## src/rtl/mux_rr_n_if.sv

```systemverilog
// mux_rr_n_if: channel bundle for mux_rr_n.
// Ports (signals):
//   in_data  N*W  input words, channel k at [k*W +: W]
//   in_valid N    per-channel word offered
//   in_ready N    one-hot, channel word taken this cycle
//   mode     1    0 = explicit select, 1 = round-robin
//   sel      SW   channel index used when mode=0
//   out_data W    registered selected word
//   out_valid 1   out_data holds an untaken word
//   out_ready 1   downstream accepts out_data
//   out_src  SW   channel that produced out_data
// The slave modport is the mux view; master is the surrounding logic.
interface mux_rr_n_if #(
   parameter int W = 32,
   parameter int N = 4
);
   localparam int SW = $clog2(N);
   logic [N*W-1:0] in_data;
   logic [N-1:0]   in_valid;
   logic [N-1:0]   in_ready;
   logic           mode;
   logic [SW-1:0]  sel;
   logic [W-1:0]   out_data;
   logic           out_valid;
   logic           out_ready;
   logic [SW-1:0]  out_src;
   modport master (
      output in_data, in_valid, mode, sel, out_ready,
      input  in_ready, out_data, out_valid, out_src
   );
   modport slave (
      input  in_data, in_valid, mode, sel, out_ready,
      output in_ready, out_data, out_valid, out_src
   );
endinterface

```

## src/rtl/mux_rr_n.sv

```systemverilog
// mux_rr_n: N-input W-bit registered mux, explicit select or round-robin.
// Ports:
//   clk   rising-edge clock
//   rst_n asynchronous active-low reset
//   bus   mux_rr_n_if.slave (input channels, select, registered output)
module mux_rr_n #(
   parameter int W = 32,
   parameter int N = 4
) (
   input logic      clk,
   input logic      rst_n,
   mux_rr_n_if.slave bus
);
   localparam int SW = $clog2(N);
   logic [SW-1:0] last;
   logic [SW-1:0] g;
   logic [SW-1:0] idx;
   logic          found;
   logic          le;
   assign le = !bus.out_valid || bus.out_ready;
   // Round-robin scans last+1 .. last (mod N); explicit select only matches
   // in-range indices so an out-of-range sel simply yields no grant.
   always_comb begin
      found = 1'b0;
      g = '0;
      idx = '0;
      for (int i = 1; i <= N; i++) begin
         idx = SW'((int'(last) + i) % N);
         if (bus.mode && !found && bus.in_valid[idx]) begin
            found = 1'b1;
            g = idx;
         end
      end
      for (int k = 0; k < N; k++) begin
         if (!bus.mode && bus.sel == SW'(k) && bus.in_valid[SW'(k)]) begin
            found = 1'b1;
            g = SW'(k);
         end
      end
   end
   // Gated by rst_n so no channel sees a handshake while reset is held.
   assign bus.in_ready = (rst_n && found && le) ? (N'(1) << g) : '0;
   always_ff @(posedge clk or negedge rst_n) begin
      if (!rst_n) begin
         bus.out_valid <= 1'b0;
         bus.out_data <= '0;
         bus.out_src <= '0;
         last <= SW'(N - 1);
      end else if (le) begin
         bus.out_valid <= found;
         if (found) begin
            bus.out_data <= bus.in_data[int'(g)*W +: W];
            bus.out_src <= g;
            last <= g;
         end
      end
   end
endmodule

```

## src/flat_wrapper.sv

```systemverilog
// flat-port wrapper written by rule: the top's interface ports become plain ports
module mux_rr_n_flat 
#(
   parameter int W = 32,
   parameter int N = 4
)
  (clk, rst_n, bus_in_data, bus_in_valid, bus_mode, bus_sel, bus_out_ready, bus_in_ready, bus_out_data, bus_out_valid, bus_out_src);
  mux_rr_n_if #(.W(W), .N(N)) bus_i ();
  input logic clk;
  input logic rst_n;
  input wire logic [$bits(bus_i.in_data)-1:0] bus_in_data;
  input wire logic [$bits(bus_i.in_valid)-1:0] bus_in_valid;
  input wire logic [$bits(bus_i.mode)-1:0] bus_mode;
  input wire logic [$bits(bus_i.sel)-1:0] bus_sel;
  input wire logic [$bits(bus_i.out_ready)-1:0] bus_out_ready;
  output wire logic [$bits(bus_i.in_ready)-1:0] bus_in_ready;
  output wire logic [$bits(bus_i.out_data)-1:0] bus_out_data;
  output wire logic [$bits(bus_i.out_valid)-1:0] bus_out_valid;
  output wire logic [$bits(bus_i.out_src)-1:0] bus_out_src;
  assign bus_i.in_data = bus_in_data;
  assign bus_i.in_valid = bus_in_valid;
  assign bus_i.mode = bus_mode;
  assign bus_i.sel = bus_sel;
  assign bus_i.out_ready = bus_out_ready;
  assign bus_in_ready = bus_i.in_ready;
  assign bus_out_data = bus_i.out_data;
  assign bus_out_valid = bus_i.out_valid;
  assign bus_out_src = bus_i.out_src;
  mux_rr_n #(.W(W), .N(N)) u_core (.clk(clk), .rst_n(rst_n), .bus(bus_i));
endmodule
```

## config.mk

```make
export PLATFORM = sky130hd
export DESIGN_NAME = mux_rr_n_flat
export DESIGN_NICKNAME = d
export VERILOG_FILES = /design/src/rtl/mux_rr_n_if.sv /design/src/rtl/mux_rr_n.sv /design/src/flat_wrapper.sv
export SDC_FILE = /design/constraint.sdc
export NUM_CORES = 1
export LEC_CHECK = 0
export ABC_AREA = 1
export CAP_MARGIN = 20
export CORE_UTILIZATION = 35
export CTS_CLUSTER_DIAMETER = 60
export DETAILED_ROUTE_END_ITERATION = 10
export PLACE_DENSITY = 0.73
export SLEW_MARGIN = 20
export SYNTH_ARGS = -nofsm -noshare
export SYNTH_HDL_FRONTEND = slang
export SYNTH_SLANG_ARGS = --single-unit
```

## constraint.sdc

```tcl
create_clock -name clk -period 2.6 [get_ports clk]
set_input_delay 0.52 -clock clk [delete_from_list [all_inputs] [get_ports clk]]
set_output_delay 0.52 -clock clk [all_outputs]
set_load 0.05 [all_outputs]
```

**Port wiring**

The bar under the picture is 20 microns long.
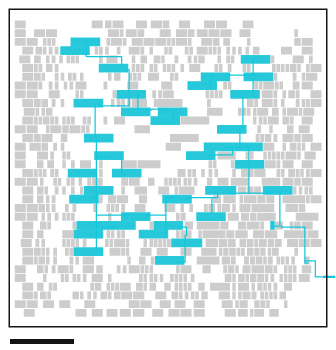
cyan -> `rst_n`  # direction input, edge east, end cells 38, buffers 2, wire 326 microns
IO Count: 177
number of I/O port buffers: 176

**Metal layers overlaid**

Only two layers are drawn.
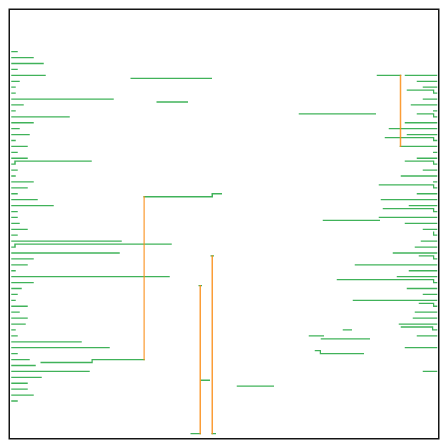
orange -> metal 4  # wire length 129 microns
green -> metal 3  # wire length 858 microns

**Cell outlines without signal wires**

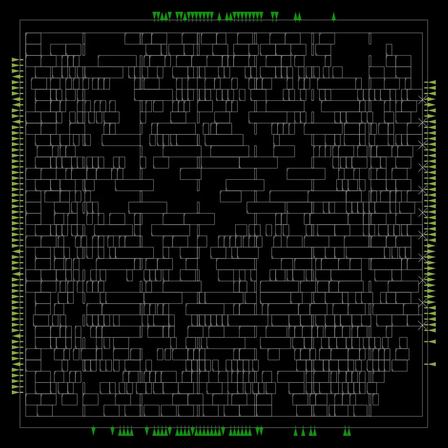
non-filler instance count after layout: 845
Core Region: 8850 sq um
tap cells: 108
fraction of area in registers: 16.9%
Fillers: 847

**Sequential cells grouped by signal name**

Other sequential cells in the stronger gray, the rest of the logic in the fainter gray.
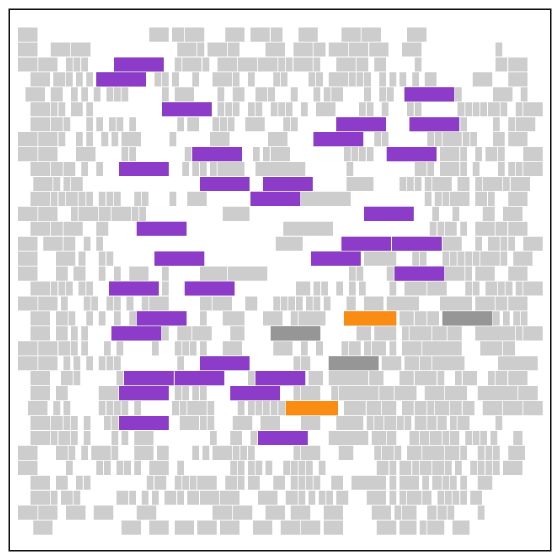
orange -> `u_core.last`  # sequential cells 2
purple -> `u_core.bus.out_data`  # sequential cells 32
not colored = 3

**Signal wires on met2**

The bar under the picture is 20 microns long.
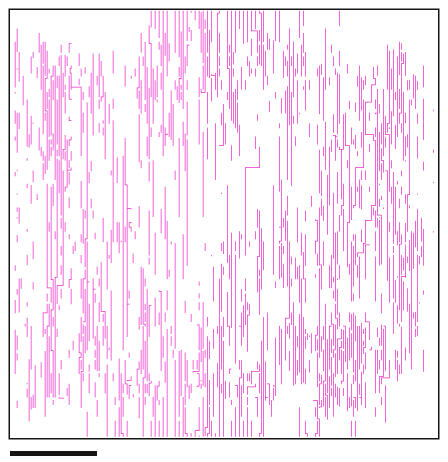
nets with wire on the layer = 624
share of all routed wire = 48%
main direction = vertical

==> run summary <==
Start of the worst register-to-register path - u_core.last[0]
GRT Overall Usage - 23.1%
Post-synth cell types - 22
Fraction of layout cells with a size suffix above 1 - 10.9%
DP HPWL - 8.14 mm
CP Class - in2out
Setup-failing EPs final - 4
Clock root cell - clkbuf_8
Seq share, synth - 28.6%
Residual DRC - 11
Row cnt - 34
Failing checks - design-rule violations, negative setup slack
Crit end category - primary output
Starting DRT DRC Count - 144
Drt total wl - 11.7 mm
Max-slew headroom - 62.9%
Gr ovfl total - 0
Worst path required time - 2.08 ns
Setup WS post-layout - -0.311 ns
WL per Instance - 13.8 microns
WHS - 0.308 ns
Final Core Density - 62.0%
Top cell excl fill/tap - nand2_1
Critical Path AT - 2.39 ns
#FFs+latches synth - 37
Syn nets - 699
Worst R2R Setup Slack - 0.07 ns
Status - finished, violations left
Late-Pin Clk Latency - 0.28 ns
Vias in the first global route - 3916
Placed Cells - 825
Antenna diodes - 0
Slew at the pin with the worst max-slew slack - 0.555 ns
Number of enable flip-flop cells - 0
Nets - 874
## metal layers
metal | track usage (%) | up-vias | routed length (microns)
met5 | 0 | - | 0
li1 | - | 2141 | -
met2 | 41.0 | 135 | 5610
met4 | 4.94 | 0 | 128
met1 | 28.4 | 1836 | 5090
met3 | 5.73 | 8 | 857
## layout make-up
| cell class | instances | share of cell area, % |
|---|---|---|
| multi-input cells | 468 | 38.2 |
| flip-flops and latches | 37 | 16.9 |
| repair buffers | 211 | 39.7 |
| inverters | 13 | 1.07 |
| well taps | 108 | 2.46 |
| clock buffers | 8 | 1.64 |
## stage by stage
stage | TNS (ns) | instance area [sq um]
after floorplan | -0.161 | 3300
after global placement | -11.25 | 5150
after detailed placement | -16.55 | 5150
after CTS | -1.05 | 5300
after global routing | -4.17 | 5480
final | -1.14 | 5480
## worst max-delay path by stage
stage	start	to	slack, ns	depth (start not counted)
finish	bus_mode	bus_in_ready[3]	-0.31	9
global placement	bus_in_valid[1]	u_core.bus.out_data[22]	-0.30	16
CTS	u_core.last[0]	bus_in_ready[0]	-0.29	15
global route	u_core.last[0]	bus_in_ready[2]	-0.44	16
detailed placement	bus_in_valid[1]	u_core.last[1]	-0.44	15
floorplan	u_core.last[0]	bus_in_ready[3]	-0.07	16
## cells by family (layout without fill, tap and decap cells)
| family | after synthesis | count (layout) |
|---|---|---|
| and+or+nand+nor | 462 | 462 |
| buffers and inverters | 56 | 232 |
| DFF | 37 | 37 |
| AOI/OAI and AO/OA | 6 | 6 |
## state kept, by name, indices dropped and copies added (netlist names)
signal and cells:
u_core.bus.out_data 32, u_core.bus.out_src 2, u_core.bus.out_valid 1, u_core.last 2
## synth_stat cells (2+ instances only)
library cell	instances
clkbuf_1	5
nand2_2	4
o21ai_1	2
nor3_2	2
inv_1	9
nand3_1	8
nand3_2	2
nor3_1	2
nor2_1	5
buf_6	7
nand4_1	67
dfstp_2	2
nand2_1	368
buf_1	4
buf_4	10
inv_2	3
buf_2	17
nor2_2	3
dfrtp_1	35
o21ai_0	4
## where the power goes
group / switching, mW / internal (mW) / total (mW)
sequential: 0.158 / 0.874 / 1.03
combinational: 3.54 / 2.10 / 5.64
clock: 0.198 / 0.216 / 0.414
## worst max-delay path, cell delays in order
cell             delay [ns]
clkdlybuf4s50_1        0.62
buf_4                  0.17
inv_1                  0.03
nor2_1                 0.22
nand4_1                0.23
nand3_4                0.18
nand2_4                0.07
nor3_4                 0.17
buf_6                  0.18
## timing repair
action / in CTS / in global routing
cloned: 0 / 3
endpoints found under the hold margin: 0 / 0
pin swaps: 6 / 5
setup buffers: 3 / 6
resized: 16 / 23
setup endpoints to repair: 40 / 40
Power is estimated from default activity; no workload was simulated.
